### PDN straps and rails, run 1

Scale bar: 20 um. Pins as bars on the die edge.
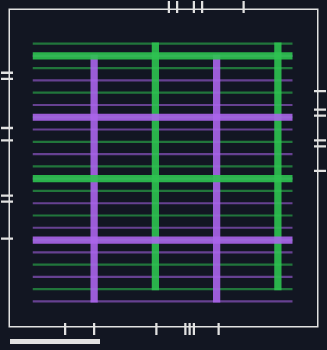
### Placed cells, one colour a class, run 1

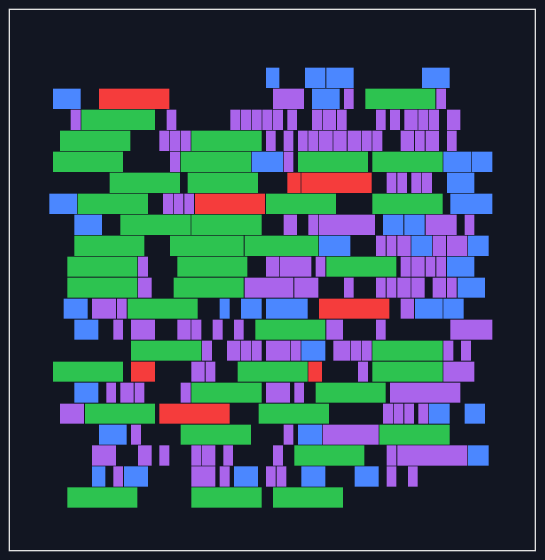
### Clock wires, drivers and flops, run 1

Scale bar: 20 um.
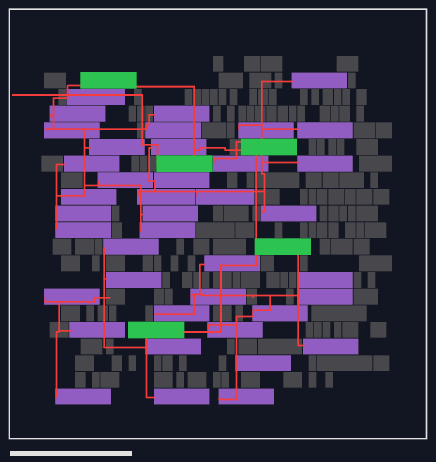
<file path="src/rtl/spi_pkg.sv">
// spi_pkg: SPI constants and FSM state encoding shared by SPI master and slave
package spi_pkg;
  localparam int SPI_WIDTH = 8;
  localparam int CNT_W = $clog2(SPI_WIDTH);
  typedef enum logic {IDLE = 1'b0, ACTIVE = 1'b1} spi_state_e;
endpackage

</file>
<file path="src/rtl/spi_sync.sv">
// spi_sync: multi-flop synchronizer with registered rise/fall pulses, pulses held off until the chain is filled after reset
module spi_sync #(
  parameter int STAGES = 2,
  parameter logic RST_VAL = 1'b0
) (
  input  logic clk_i,
  input  logic rst_n_i,
  input  logic d_i,
  output logic rise_o,
  output logic fall_o
);
  logic [STAGES-1:0] sync_q;
  logic [STAGES-1:0] vld_q;
  always_ff @(posedge clk_i or negedge rst_n_i) begin
    if (!rst_n_i) begin
      sync_q <= {STAGES{RST_VAL}};
      vld_q  <= '0;
      rise_o <= 1'b0;
      fall_o <= 1'b0;
    end else begin
      sync_q <= {sync_q[STAGES-2:0], d_i};
      vld_q  <= {vld_q[STAGES-2:0], 1'b1};
      rise_o <= vld_q[STAGES-1] & sync_q[STAGES-2] & ~sync_q[STAGES-1];
      fall_o <= vld_q[STAGES-1] & ~sync_q[STAGES-2] & sync_q[STAGES-1];
    end
  end
endmodule

</file>
<file path="src/rtl/spi_slave_driver.sv">
// spi_slave_driver: SPI mode-0 MSB-first byte slave with a clk_i-domain load/receive interface
module spi_slave_driver
  import spi_pkg::*;
#(
  parameter int SYNC_STAGES = 2
) (
  input  logic                 clk_i,
  input  logic                 rst_n_i,
  input  logic [SPI_WIDTH-1:0] data_in_bi,
  output logic                 tx_load_o,
  output logic [SPI_WIDTH-1:0] data_out_bo,
  output logic                 rx_valid_o,
  output logic                 busy_o,
  input  logic                 spi_sclk_i,
  input  logic                 spi_cs_i,
  input  logic                 spi_mosi_i,
  output logic                 spi_miso_o
);
  spi_state_e state_q, state_d;
  logic sclk_rise, sclk_fall, cs_rise, cs_fall;
  logic start, stop, shift_in, shift_out, byte_done;
  logic [SYNC_STAGES-1:0] mosi_q;
  logic [SPI_WIDTH-1:0] tx_q;
  logic [SPI_WIDTH-2:0] rx_q;
  logic [CNT_W-1:0] cnt_q;
  spi_sync #(.STAGES(SYNC_STAGES), .RST_VAL(1'b0)) u_sclk (
    .clk_i, .rst_n_i, .d_i(spi_sclk_i), .rise_o(sclk_rise), .fall_o(sclk_fall)
  );
  spi_sync #(.STAGES(SYNC_STAGES), .RST_VAL(1'b1)) u_cs (
    .clk_i, .rst_n_i, .d_i(spi_cs_i), .rise_o(cs_rise), .fall_o(cs_fall)
  );
  always_comb begin
    start     = state_q == IDLE && cs_fall;
    stop      = state_q == ACTIVE && cs_rise;
    shift_in  = state_q == ACTIVE && !cs_rise && sclk_rise;
    shift_out = state_q == ACTIVE && !cs_rise && sclk_fall;
    byte_done = shift_in && cnt_q == CNT_W'(SPI_WIDTH - 1);
    state_d   = start ? ACTIVE : stop ? IDLE : state_q;
    tx_load_o = start || (shift_out && cnt_q == '0);
  end
  always_ff @(posedge clk_i or negedge rst_n_i) begin
    if (!rst_n_i) state_q <= IDLE;
    else state_q <= state_d;
  end
  always_ff @(posedge clk_i or negedge rst_n_i) begin
    if (!rst_n_i) begin
      mosi_q      <= '0;
      tx_q        <= '0;
      rx_q        <= '0;
      cnt_q       <= '0;
      data_out_bo <= '0;
      rx_valid_o  <= 1'b0;
    end else begin
      mosi_q     <= {mosi_q[SYNC_STAGES-2:0], spi_mosi_i};
      rx_valid_o <= byte_done;
      if (tx_load_o) tx_q <= data_in_bi;
      else if (shift_out) tx_q <= tx_q << 1;
      if (start || stop) cnt_q <= '0;
      else if (shift_in) cnt_q <= cnt_q + CNT_W'(1);
      if (shift_in) rx_q <= {rx_q[SPI_WIDTH-3:0], mosi_q[SYNC_STAGES-1]};
      if (byte_done) data_out_bo <= {rx_q, mosi_q[SYNC_STAGES-1]};
    end
  end
  assign busy_o     = state_q == ACTIVE;
  assign spi_miso_o = busy_o & tx_q[SPI_WIDTH-1];
endmodule

</file>
<file path="config.mk">
export PLATFORM = sky130hd
export DESIGN_NAME = spi_slave_driver
export DESIGN_NICKNAME = d
export VERILOG_FILES = /design/src/rtl/spi_pkg.sv /design/src/rtl/spi_sync.sv /design/src/rtl/spi_slave_driver.sv
export SDC_FILE = /design/constraint.sdc
export NUM_CORES = 1
export LEC_CHECK = 0
export ABC_AREA = 1
export CORE_AREA = 5 5 63 65
export CTS_BUF_LIST = sky130_fd_sc_hd__clkbuf_16
export DETAILED_ROUTE_END_ITERATION = 12
export DIE_AREA = 0 0 68 70
export GPL_TIMING_DRIVEN = 0
export MAX_ROUTING_LAYER = met4
export PLACE_DENSITY_LB_ADDON = 0.05
export SYNTH_ARGS = -nofsm -noshare
export SYNTH_HDL_FRONTEND = slang
export SYNTH_SLANG_ARGS = --single-unit
export TNS_END_PERCENT = 5
</file>
<file path="constraint.sdc">
create_clock -name clk_i -period 1.4 [get_ports clk_i]
set_input_delay 0.14 -clock clk_i [delete_from_list [all_inputs] [get_ports clk_i]]
set_output_delay 0.14 -clock clk_i [all_outputs]
set_load 0.05 [all_outputs]
</file>
==> impl_metrics.py, run 1 <==
# Auto-generated metrics
metrics = {
    "outcome": {
        "outcome": "finished, violations left",
        "violations": "negative setup slack",
    },
    "global_route": {
        "track_usage_pct": 15.8,
        "grt_pass1_wl_um": 5460,
        "use_met2_pct": 24.2,
        "antenna_found_initial": 0,
        "use_met1_pct": 19.2,
        "grt_pass1_vias": 1226,
        "grt.busiest_layer": "met2",
        "grt_max_degree": 41,
    },
    "finish": {
        "comb_area_share_pct": 26.0,
        "num-nets-final": 233,
        "reg.largest.list": "data_out_bo: 8 flops, tx_q: 8 flops, rx_q: 7 flops",
        "nNonClkInverters": 29,
        "nClkBuffers": 5,
        "n_all_buffers": 39,
        "seqCellArea_mm2": 0.00100,
        "top_area_cell_class": "registers",
        "insertedDiodeCount": 0,
        "drive_gt1_share_pct": 24.8,
        "logic_gate_count": 102,
        "logic_area_um2": 586,
        "area_delta_synth_final_pct": 36.3,
        "flop-count": 40,
        "seq_share_pct": 44.6,
        "buffer_area_share_pct": 15.4,
        "fillers": 267,
        "fin_cells": 264,
        "clock_area_share_pct": 6.38,
    },
    "critical_path": {
        "crit_path_end": "tx_load_o",
        "arrival_ns": 1.34,
        "reg2regPathDepth": 7,
        "timing.rr.end": "data_out_bo[6]$_DFFE_PN0P_",
        "crit_required_ns": 1.26,
        "cp_max_fo": 4,
        "r2r_slack_ns": 0.08,
        "cp-startpoint": "cnt_q[1]$_DFFE_PN0P_",
        "crit_path_start_kind": "flip-flop",
        "critPathKind": "flip-flop to output port",
        "cp-end-kind": "output port",
    },
    "clock_tree": {
        "cts_tree": "yes",
        "clkTransAtPathRegs_ns": 0.06,
        "htreeDepth": 2,
        "clock-sinks": 40,
        "cts_root_buffer": "clkbuf_16",
        "cts_made_buffers": 5,
    },
    "routing": {
        "top_layer_used": "met4",
        "drt-pass1-iter-count": 4,
        "antenna_left": 0,
        "wl_met3_um": 134,
        "drt_iter0_drc": 64,
        "vias": 1195,
        "met2_length_um": 1560,
        "post_drt_wl_per_cell_um": 11.7,
        "wl_met1_um": 1380,
        "drt_wl_total_um": 3090,
        "drcViolationCount": 0,
        "vias_per_cell": 4.53,
    },
    "synthesis": {
        "synth_chip_area_mm2": 0.00165,
        "ys.flop_type": "dfrtp_1",
        "yosysWarnings": 0,
        "synth_top_area_share_pct": 57.5,
        "edf_count": 0,
        "xor_share_pct": 0,
        "compound_area_share_pct": 7.26,
        "top_area_cell": "dfrtp_1",
        "top_logic_kind": "simple AND/OR/NAND/NOR gates",
        "fp_nets": 190,
        "ys_sh_mux_pct": 0,
        "simple_gate_area_share_pct": 21.3,
        "ys_top_cells_by_count": "nand2_1 (57), dfrtp_1 (38), inv_1 (26)",
        "ys_top_cells_by_area": "dfrtp_1 (57%), nand2_1 (13%), inv_1 (5.9%), nand3_1 (4.2%), o21ai_2 (4.2%)",
        "synth-seq-cells": 40,
        "syn_inst": 174,
        "ys_cells": 174,
        "yosys.area_share.adder_pct": 2.27,
        "synth_cell_type_count": 19,
        "postSynth.asyncResetShare_pct": 100,
        "synth_area_mm2": 0.00165,
        "top_cell": "nand2_1",
        "ys_seq_share_pct": 60.7,
        "synth.avg_cell_area_um2": 9.51,
    },
    "floorplan": {
        "fp-row-count": 21,
        "die_y_um": 70,
        "die_width_um": 68,
        "tap_cells": 46,
        "io_pins": 25,
    },
    "timing": {
        "hold_viol": 0,
        "hold_ws_ns": 0.267,
        "worstMarginPinSlew_ns": 0.855,
        "maxSlewViolCount": 0,
        "setup_viol": 2,
        "max_freq_ghz": 0.676,
        "worst_slack_ns": -0.0798,
        "final.period_utilization_pct": 106,
        "post-route-min-period_ns": 1.48,
        "rsz0062_at_grt": "true",
        "slew_headroom_pct": 43.0,
    },
    "flow_run": {
        "max-cap-violations": 0,
        "warnings": 30,
    },
    "min_path": {
        "holdPathEnd": "u_cs.sync_q[0]$_DFF_PN1_",
        "min-delay-start": "spi_cs_i",
    },
    "placement": {
        "gp_congestion": 0.761,
        "place_inst": 244,
        "port_buffers": 24,
        "hpwlAfterDp_um": 2070,
    },
    "power_and_ir_drop": {
        "p_per_area_mw_per_mm2": 1520,
    },
}
Back to the opening pictures, 'PDN straps and rails':
legend:
  green:
    net: VDD
  purple:
    net: VSS
met5 straps: 4
met1 rails: 22
signal pins: 25
met4 straps: 4
rows: 21

Back to the opening pictures, 'Placed cells, one colour a class':
legend:
  purple:
    class: remaining logic cells
    cells: 131
    share_of_their_area: 32%
  red:
    class: clock drivers and dummy loads
    cells: 8
    share_of_their_area: 6.5%
  green:
    class: registers
    cells: 40
    share_of_their_area: 46%
  blue:
    class: remaining buffers and delay cells
    cells: 39
    share_of_their_area: 16%

Back to the opening pictures, 'Clock wires, drivers and flops':
legend:
  green:
    item: clock-net drivers
    count: 5
  red:
    item: clock wires
    length: 455 um
  purple:
    item: flip-flops
    count: 40
routed clock nets: 6
Final Skew: 0.00363 ns
clock latency on the worst-skew pair: 0.28 ns
clk pwr: 1.09 mW

run 1: critical path: stages, from the launching register on:
cell and delay, ns:
dfrtp_1 0.38, inv_2 0.06, ha_4 0.16, nand2_4 0.10, nand2_8 0.07, nand2_4 0.06, clkinvlp_4 0.09, buf_8 0.15
run 1: cell usage in the layout, fill, tap and decap left out:
cell type / n
a21oi_1: 1
buf_2: 1
buf_4: 11
buf_6: 1
buf_8: 2
clkbuf_1: 1
clkbuf_16: 5
clkbuf_2: 1
clkdlybuf4s15_2: 1
clkdlybuf4s50_1: 11
clkinv_2: 2
clkinv_4: 1
clkinvlp_4: 1
conb_1: 1
dfrtp_1: 37
dfrtp_2: 1
dfstp_2: 2
dlygate4sd2_1: 9
dlygate4sd3_1: 1
ha_2: 1
ha_4: 2
inv_1: 22
inv_2: 5
inv_4: 1
nand2_1: 54
nand2_4: 4
nand2_8: 2
nand3_1: 14
nand3_4: 1
nor2_1: 4
nor2_2: 1
o21ai_0: 9
o21ai_2: 8
run 1: repair_timing:
item / in CTS / in global routing
setup buffers: 2 / 9
endpoints found under the setup margin: 12 / 12
resized: 27 / 8
hold buffers: 1 / 0
pin swaps: 4 / 4
endpoints found under the hold margin: 21 / 0
run 1: through the flow:
stage	utilization [%]	area [um2]	power, mW	setup TNS [ns]	setup WS (ns)
finish	68.6	2250	3.43	-0.0877	-0.0798
global route	68.6	2250	3.68	-0.196	-0.151
CTS	65.7	2160	3.35	-0.149	-0.121
detailed placement	60.1	1970	2.19	-0.679	-0.608
global placement	60.3	1980	2.15	-28.10	-0.839
floorplan	-	1680	1.98	-0.0519	-0.0519
run 1: report_power, final:
part / leakage, nW / internal (mW) / switching [mW]
registers: 0.508 / 1.36 / 0.106
logic: 0.580 / 0.375 / 0.507
clock network: 0.0736 / 0.655 / 0.431
total: 1.16 / 2.39 / 1.04
### Routed metal, one colour a layer, run 1

Scale bar: 20 um.
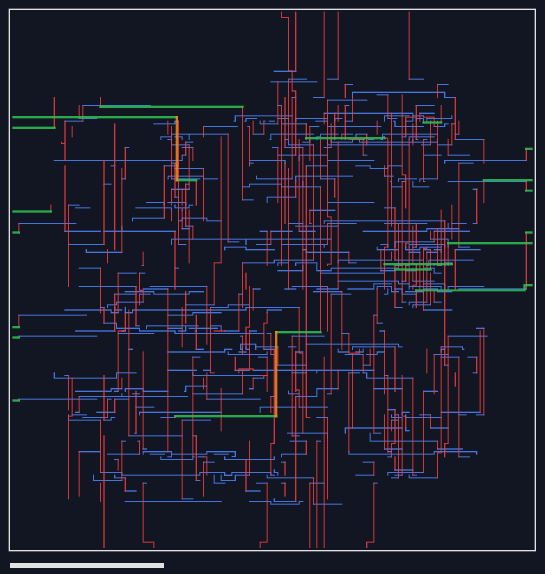

## Run 2: what changed since run 1
--- a/config.mk
+++ b/config.mk
@@ -13,6 +13,7 @@
 export GPL_TIMING_DRIVEN = 0
 export MAX_ROUTING_LAYER = met4
 export PLACE_DENSITY_LB_ADDON = 0.05
+export SLEW_MARGIN = 20
 export SYNTH_ARGS = -nofsm -noshare
 export SYNTH_HDL_FRONTEND = slang
 export SYNTH_SLANG_ARGS = --single-unit
==> constraint.sdc (replaced) <==
create_clock -name clk_i -period 1.7 [get_ports clk_i]
set_input_delay 0.17 -clock clk_i [delete_from_list [all_inputs] [get_ports clk_i]]
set_output_delay 0.17 -clock clk_i [all_outputs]
set_load 0.05 [all_outputs]
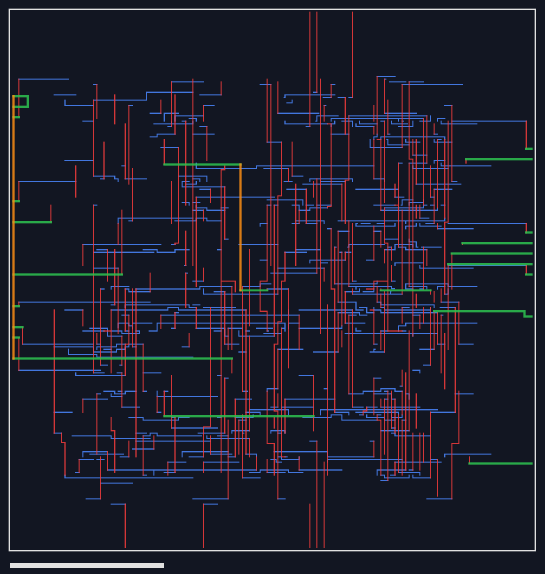
*Routed metal, one colour a layer, run 2*
Scale bar: 20 um.
legend:
  blue:
    layer: M1
    wire_length: 1300 um
  green:
    layer: M3
    wire_length: 157 um
  red:
    layer: M2
    wire_length: 1590 um
  orange:
    layer: M4
    wire_length: 50.3 um
Total GRT Usage: 15.7%
vias: 1167

==> run 2 against run 1 <==
  * Critical endpoint is now data_out_bo[7]
  * Clock-buffer cell count unchanged
  * Combinational power is 31% lower
  * Via count is 2.3% lower
  * First-iteration DRC count grew 27%
  * Global-route usage fell by 0.074 points
  * Area after synthesis unchanged
  * Cell count down 2.7%
  * Sequential share of layout area rose by 1.8 points
  * Total power shrank 20%
  * Register-to-register slack improved by 0.20 ns
  * Clock power is about 20% lower
  * Setup slack improved by 0.15 ns
  * The flow now finishes without violations
==> impl_metrics.py, run 2 <==
# Auto-generated metrics
metrics = {
    "finish": {
        "num-nets-final": 226,
        "reg.largest.list": "data_out_bo: 8 flops, tx_q: 8 flops, rx_q: 7 flops",
        "fin_cells": 257,
        "insertedDiodeCount": 0,
        "area_delta_synth_final_pct": 30.9,
        "design_area_mm2": 0.00216,
        "lay_top_count": "nand2_1",
        "fin_util_pct": 65.9,
        "drive_gt1_share_pct": 17.5,
        "lay_top_cells": "nand2_1 (55), dfrtp_1 (38), inv_1 (26)",
    },
    "floorplan": {
        "fp-row-count": 21,
        "chip_area_mm2": 0.00476,
        "die_y_um": 70,
        "die_width_um": 68,
        "fp_util_pct": 50.4,
        "io_pins": 25,
        "core_area_mm2": 0.00328,
    },
    "global_route": {
        "grt_pass1_vias": 1256,
        "met3_usage_pct": 5.29,
        "grt_max_degree": 30,
        "use_met2_pct": 24.8,
        "grt_pass1_wl_um": 5420,
        "grt.busiest_layer": "met2",
        "antenna_found_initial": 0,
        "grt-ovfl-total": 0,
        "use_met1_pct": 17.8,
    },
    "synthesis": {
        "top_area_cell": "dfrtp_1",
        "ys_seq_share_pct": 60.7,
        "yosysWarnings": 0,
        "ys_cells": 174,
        "ys_top_cells_by_count": "nand2_1 (57), dfrtp_1 (38), inv_1 (26)",
        "edf_count": 0,
        "synth_area_mm2": 0.00165,
        "synth_cell_type_count": 19,
        "ys.flop_type": "dfrtp_1",
        "synth.avg_cell_area_um2": 9.51,
        "postSynth.asyncResetShare_pct": 100,
        "synth_chip_area_mm2": 0.00165,
        "synth_top_area_share_pct": 57.5,
        "synth-seq-cells": 40,
        "fp_nets": 190,
        "top_cell": "nand2_1",
        "syn_inst": 174,
        "ys_top_cells_by_area": "dfrtp_1 (57%), nand2_1 (13%), inv_1 (5.9%), nand3_1 (4.2%), o21ai_2 (4.2%)",
    },
    "critical_path": {
        "crit_required_ns": 1.53,
        "crit_chain": "clkdlybuf4s50_1",
        "slowest_stage": "clkdlybuf4s50_1",
        "arrival_ns": 1.46,
        "r2r_slack_ns": 0.28,
        "timing.rr.start": "cnt_q[0]$_DFFE_PN0P_",
        "critical_path.top_delay_family": "buffers and inverters",
        "cp_max_fo": 2,
        "path_buffers": 1,
        "cp-end-kind": "output port",
        "critPathKind": "flip-flop to output port",
        "timing.rr.end": "data_out_bo[6]$_DFFE_PN0P_",
        "crit_path_start_kind": "flip-flop",
        "cpPeakStageDelay_ns": 0.82,
        "reg2regPathDepth": 7,
    },
    "placement": {
        "gp_congestion": 0.767,
        "port_buffers": 24,
        "hpwlAfterDp_um": 2180,
        "place_inst": 245,
        "placed_cell_area_mm2": 0.00197,
        "post-place-ws_ns": -0.510,
    },
    "power_and_ir_drop": {
        "pg_seq_mw": 1.21,
        "p_per_area_mw_per_mm2": 1260,
        "share_comb_of_total_power_pct": 22.3,
        "power_leakage_nw": 1.10,
        "pwr-share-clk_pct": 33.5,
        "comb_cell_power_uw": 611,
        "power.switching_uw": 836,
        "p_clk_uw": 916,
        "p_total_mw": 2.73,
        "power_leader": "registers",
        "ir_drop_v": 0.000624,
        "p_seq_share_pct": 44.2,
        "internal-power_mw": 1.90,
        "p_sw_share_pct": 30.6,
    },
    "timing": {
        "rsz0062_at_grt": "false",
        "worstMarginPinSlew_ns": 0.512,
        "finalSetupTns_ns": 0,
        "hold_viol": 0,
        "max_freq_ghz": 0.613,
        "worst_slack_ns": 0.0681,
        "post-route-min-period_ns": 1.63,
        "finClkSkew_ns": 0.00468,
        "maxSlewViolCount": 0,
        "slew_headroom_pct": 65.8,
        "hold_ws_ns": 0.297,
        "final.period_utilization_pct": 96.0,
        "setup_viol": 0,
    },
    "routing": {
        "drt-pass1-iter-count": 4,
        "antenna_left": 0,
        "vias_per_cell": 4.54,
        "wl_met1_um": 1300,
        "drcViolationCount": 0,
        "drt_iter0_drc": 81,
        "wl_met3_um": 157,
        "top_layer_used": "met4",
        "post_drt_wl_per_cell_um": 12.0,
        "met2_length_um": 1590,
        "drt_wl_total_um": 3090,
    },
    "clock_tree": {
        "insertion_delay_ns": 0.28,
        "clock-sinks": 40,
        "cts_tree": "yes",
        "cts_made_buffers": 5,
        "cts_root_buffer": "clkbuf_16",
        "htreeDepth": 2,
        "clkTransAtPathRegs_ns": 0.06,
        "clock_path_buffers": 2,
    },
    "outcome": {
        "outcome": "completed",
    },
    "min_path": {
        "worstHoldPathType": "primary input to flip-flop",
        "min-delay-start": "spi_cs_i",
        "hold_depth": 1,
        "holdPathEnd": "u_cs.sync_q[0]$_DFF_PN1_",
    },
    "flow_run": {
        "warnings": 28,
        "max-cap-violations": 0,
    },
}
run 2: cell types whose count changed in the layout (fill, tap and decap cells not counted), moves of 3 or more:
cell,previous run,this run
dlygate4sd2_1,9,2
clkdlybuf4s50_1,11,20
buf_4,11,3
inv_2,5,2
inv_1,22,26
run 2: kinds of logic after synthesis:
kind of cell    Yosys count  share of synthesized area (%)
simple gates             80                           21.3
flops                    40                           60.7
buf+inv                  32                           8.32
compound gates           18                           7.26
fa+ha+maj                 3                           2.27
other cells               1                          0.227
run 2: what timing repair did:
| action | CTS | global route |
|---|---|---|
| hold endpoints to repair | 11 | 0 |
| setup buffers | 0 | 3 |
| resized | 10 | 4 |
| endpoints found under the setup margin | 3 | 1 |
| pin swaps | 0 | 1 |
| hold buffers | 1 | 0 |
run 2: worst max path at each step:
| stage | from | end | slack [ns] | cells after the start |
|---|---|---|---|---|
| final | data_out_bo[7]$_DFFE_PN0P_ | data_out_bo[7] | 0.07 | 1 |
| after global placement | rst_n_i | u_cs.vld_q[0]$_DFF_PN0_ | -0.49 | 1 |
| after global routing | cnt_q[0]$_DFFE_PN0P_ | tx_load_o | 0.02 | 7 |
| after floorplan | busy_o$_DFFE_PN0P_ | tx_q[0]$_DFFE_PN0P_ | 0.07 | 6 |
| after detailed placement | cnt_q[0]$_DFFE_PN0P_ | tx_load_o | -0.51 | 7 |
| after CTS | cnt_q[0]$_DFFE_PN0P_ | tx_load_o | -0.05 | 7 |
run 2: final cells by class:
class / instances / area (um2)
timing repair buffer: 29 / 287
multi-input combinational: 102 / 531
fill: 276 / 1120
clock inverter: 3 / 23.8
sequential: 40 / 1000
tap: 46 / 57.6
clock buffer: 5 / 125
inverter: 29 / 111
buffer: 3 / 26.3
## Run 3: what changed since run 2
--- a/config.mk
+++ b/config.mk
@@ -8,6 +8,7 @@
 export ABC_AREA = 1
 export CORE_AREA = 5 5 63 65
 export CTS_BUF_LIST = sky130_fd_sc_hd__clkbuf_16
+export CTS_CLUSTER_DIAMETER = 50
 export DETAILED_ROUTE_END_ITERATION = 12
 export DIE_AREA = 0 0 68 70
 export GPL_TIMING_DRIVEN = 0
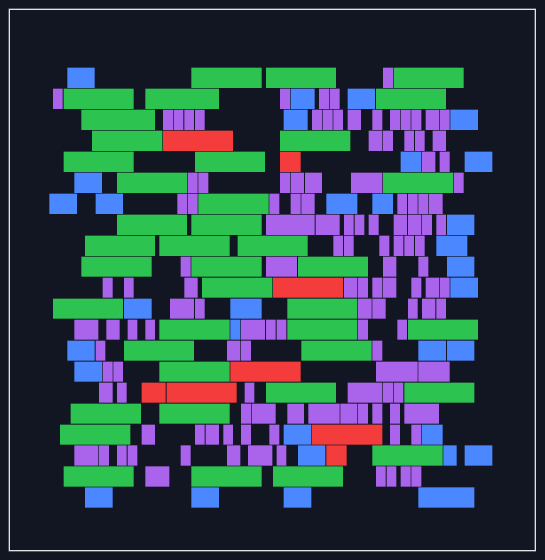
*Placed cells, one colour a class, run 3*
legend:
  red:
    class: clock drivers and dummy loads
    cells: 8
    share_of_their_area: 7.1%
  purple:
    class: remaining logic cells
    cells: 131
    share_of_their_area: 30%
  blue:
    class: remaining buffers and delay cells
    cells: 32
    share_of_their_area: 15%
  green:
    class: registers
    cells: 40
    share_of_their_area: 48%
fraction of area in registers: 46.4%
final design utilization: 65.9%
post-layout instance area: 0.00216 mm2
Rows: 21
core area: 0.00328 mm2

==> run 3 against run 2 <==
  * Clock power is essentially flat
  * Final area stayed put
  * Worst hold slack did not move
  * Flip-flop count is the same
  * Non-clock buffer count unchanged
  * Sequential share of layout area is the same
  * First-iteration DRC count did not move
  * Largest cell class unchanged
==> impl_metrics.py, run 3 <==
# Auto-generated metrics
metrics = {
    "synthesis": {
        "synth_area_mm2": 0.00165,
        "ys_cells": 174,
        "edf_count": 0,
        "fp_nets": 190,
        "syn_inst": 174,
        "synth.avg_cell_area_um2": 9.51,
        "synth_top_area_share_pct": 57.5,
        "synth-seq-cells": 40,
        "ys.flop_type": "dfrtp_1",
        "synth_cell_type_count": 19,
        "ys_seq_share_pct": 60.7,
    },
    "global_route": {
        "grt_max_degree": 30,
        "grt-ovfl-total": 0,
        "track_usage_pct": 15.7,
    },
    "floorplan": {
        "chip_area_mm2": 0.00476,
        "die_y_um": 70,
        "tap_cells": 46,
        "fp_util_pct": 50.4,
    },
    "placement": {
        "port_buffers": 24,
        "placed_cell_area_mm2": 0.00197,
        "post-place-ws_ns": -0.510,
    },
    "finish": {
        "comb_area_share_pct": 24.5,
        "seqCellArea_mm2": 0.00100,
        "num-nets-final": 226,
        "fillers": 276,
        "reg.largest.list": "data_out_bo: 8 flops, tx_q: 8 flops, rx_q: 7 flops",
        "flop-count": 40,
        "drive_gt1_share_pct": 17.5,
        "nClkBuffers": 5,
        "lay_top_count": "nand2_1",
        "area_delta_synth_final_pct": 30.9,
        "insertedDiodeCount": 0,
        "nNonClkInverters": 29,
    },
    "power_and_ir_drop": {
        "comb_cell_power_uw": 611,
        "p_per_area_mw_per_mm2": 1260,
        "p_sw_share_pct": 30.6,
        "internal-power_mw": 1.90,
        "power_leakage_nw": 1.10,
        "share_comb_of_total_power_pct": 22.3,
        "power_leader": "registers",
        "ir_drop_v": 0.000624,
        "p_clk_uw": 916,
        "p_seq_share_pct": 44.2,
        "power.switching_uw": 836,
    },
    "clock_tree": {
        "ctsHoldBuffers": 1,
        "clkTransAtPathRegs_ns": 0.06,
        "cts_tree": "yes",
        "htreeDepth": 2,
    },
    "flow_run": {
        "max-cap-violations": 0,
        "warnings": 28,
    },
    "critical_path": {
        "crit_path_start_kind": "flip-flop",
        "cpPeakStageDelay_ns": 0.82,
        "cp-end-kind": "output port",
        "path_buffers": 1,
        "timing.rr.start": "cnt_q[0]$_DFFE_PN0P_",
        "arrival_ns": 1.46,
        "critical_path.top_delay_family": "buffers and inverters",
        "critPathKind": "flip-flop to output port",
        "crit_required_ns": 1.53,
    },
    "timing": {
        "finClkSkew_ns": 0.00468,
        "slew_headroom_pct": 65.8,
        "max_freq_ghz": 0.613,
        "finalSetupTns_ns": 0,
        "post-route-min-period_ns": 1.63,
        "hold_ws_ns": 0.297,
        "maxSlewViolCount": 0,
        "final.period_utilization_pct": 96.0,
        "worstMarginPinSlew_ns": 0.512,
        "worst_slack_ns": 0.0681,
    },
    "outcome": {
        "outcome": "completed",
    },
    "routing": {
        "drt_iter0_drc": 81,
    },
    "min_path": {
        "min-delay-start": "spi_cs_i",
    },
}
run 3: cell counts after synthesis:
Identical to the previous run, type by type.
run 3: kinds of logic (layout without fill, tap and decap cells):
group	Yosys count	count (layout)	share of synthesized area, %
simple gates	80	80	21.3
flops	40	40	60.7
buf+inv	32	69	8.32
compound gates	18	18	7.26
fa+ha+maj	3	3	2.27
other cells	1	1	0.227
run 3: worst reg2reg max path, cell delays in order (launching register included):
cell and delay, ns:
dfrtp_1 0.38, buf_4 0.14, ha_1 0.19, ha_1 0.22, nand2_4 0.12, buf_6 0.17
nand2_1 0.08, o21ai_2 0.05
run 3: stage by stage:
| stage | util (%) | instances |
|---|---|---|
| 2_1_floorplan | - | 174 |
| 3_3_place_gp | 59.4 | 244 |
| 3_5_place_dp | 59.9 | 245 |
| 4_1_cts | 64.7 | 254 |
| 5_1_grt | 65.9 | 257 |
| 6_report | 65.9 | 257 |
run 3: worst max-delay path by stage:
| stage | end | slack [ns] | start | depth (start not counted) |
|---|---|---|---|---|
| 4_1_cts | tx_load_o | -0.05 | cnt_q[0]$_DFFE_PN0P_ | 7 |
| 5_1_grt | tx_load_o | 0.02 | cnt_q[0]$_DFFE_PN0P_ | 7 |
| 3_5_place_dp | tx_load_o | -0.51 | cnt_q[0]$_DFFE_PN0P_ | 7 |
| 2_1_floorplan | tx_q[0]$_DFFE_PN0P_ | 0.07 | busy_o$_DFFE_PN0P_ | 6 |
| 3_3_place_gp | u_cs.vld_q[0]$_DFF_PN0_ | -0.49 | rst_n_i | 1 |
| 6_report | data_out_bo[7] | 0.07 | data_out_bo[7]$_DFFE_PN0P_ | 1 |
run 3: layer usage:
layer	part of all wire, %	track usage (%)	vias up
met1	42	17.8	541
li1	-	-	599
met5	0	-	-
met2	51	24.8	23
met3	5.1	5.29	4
met4	1.6	6.62	0
Power is estimated from default activity; no workload was simulated.
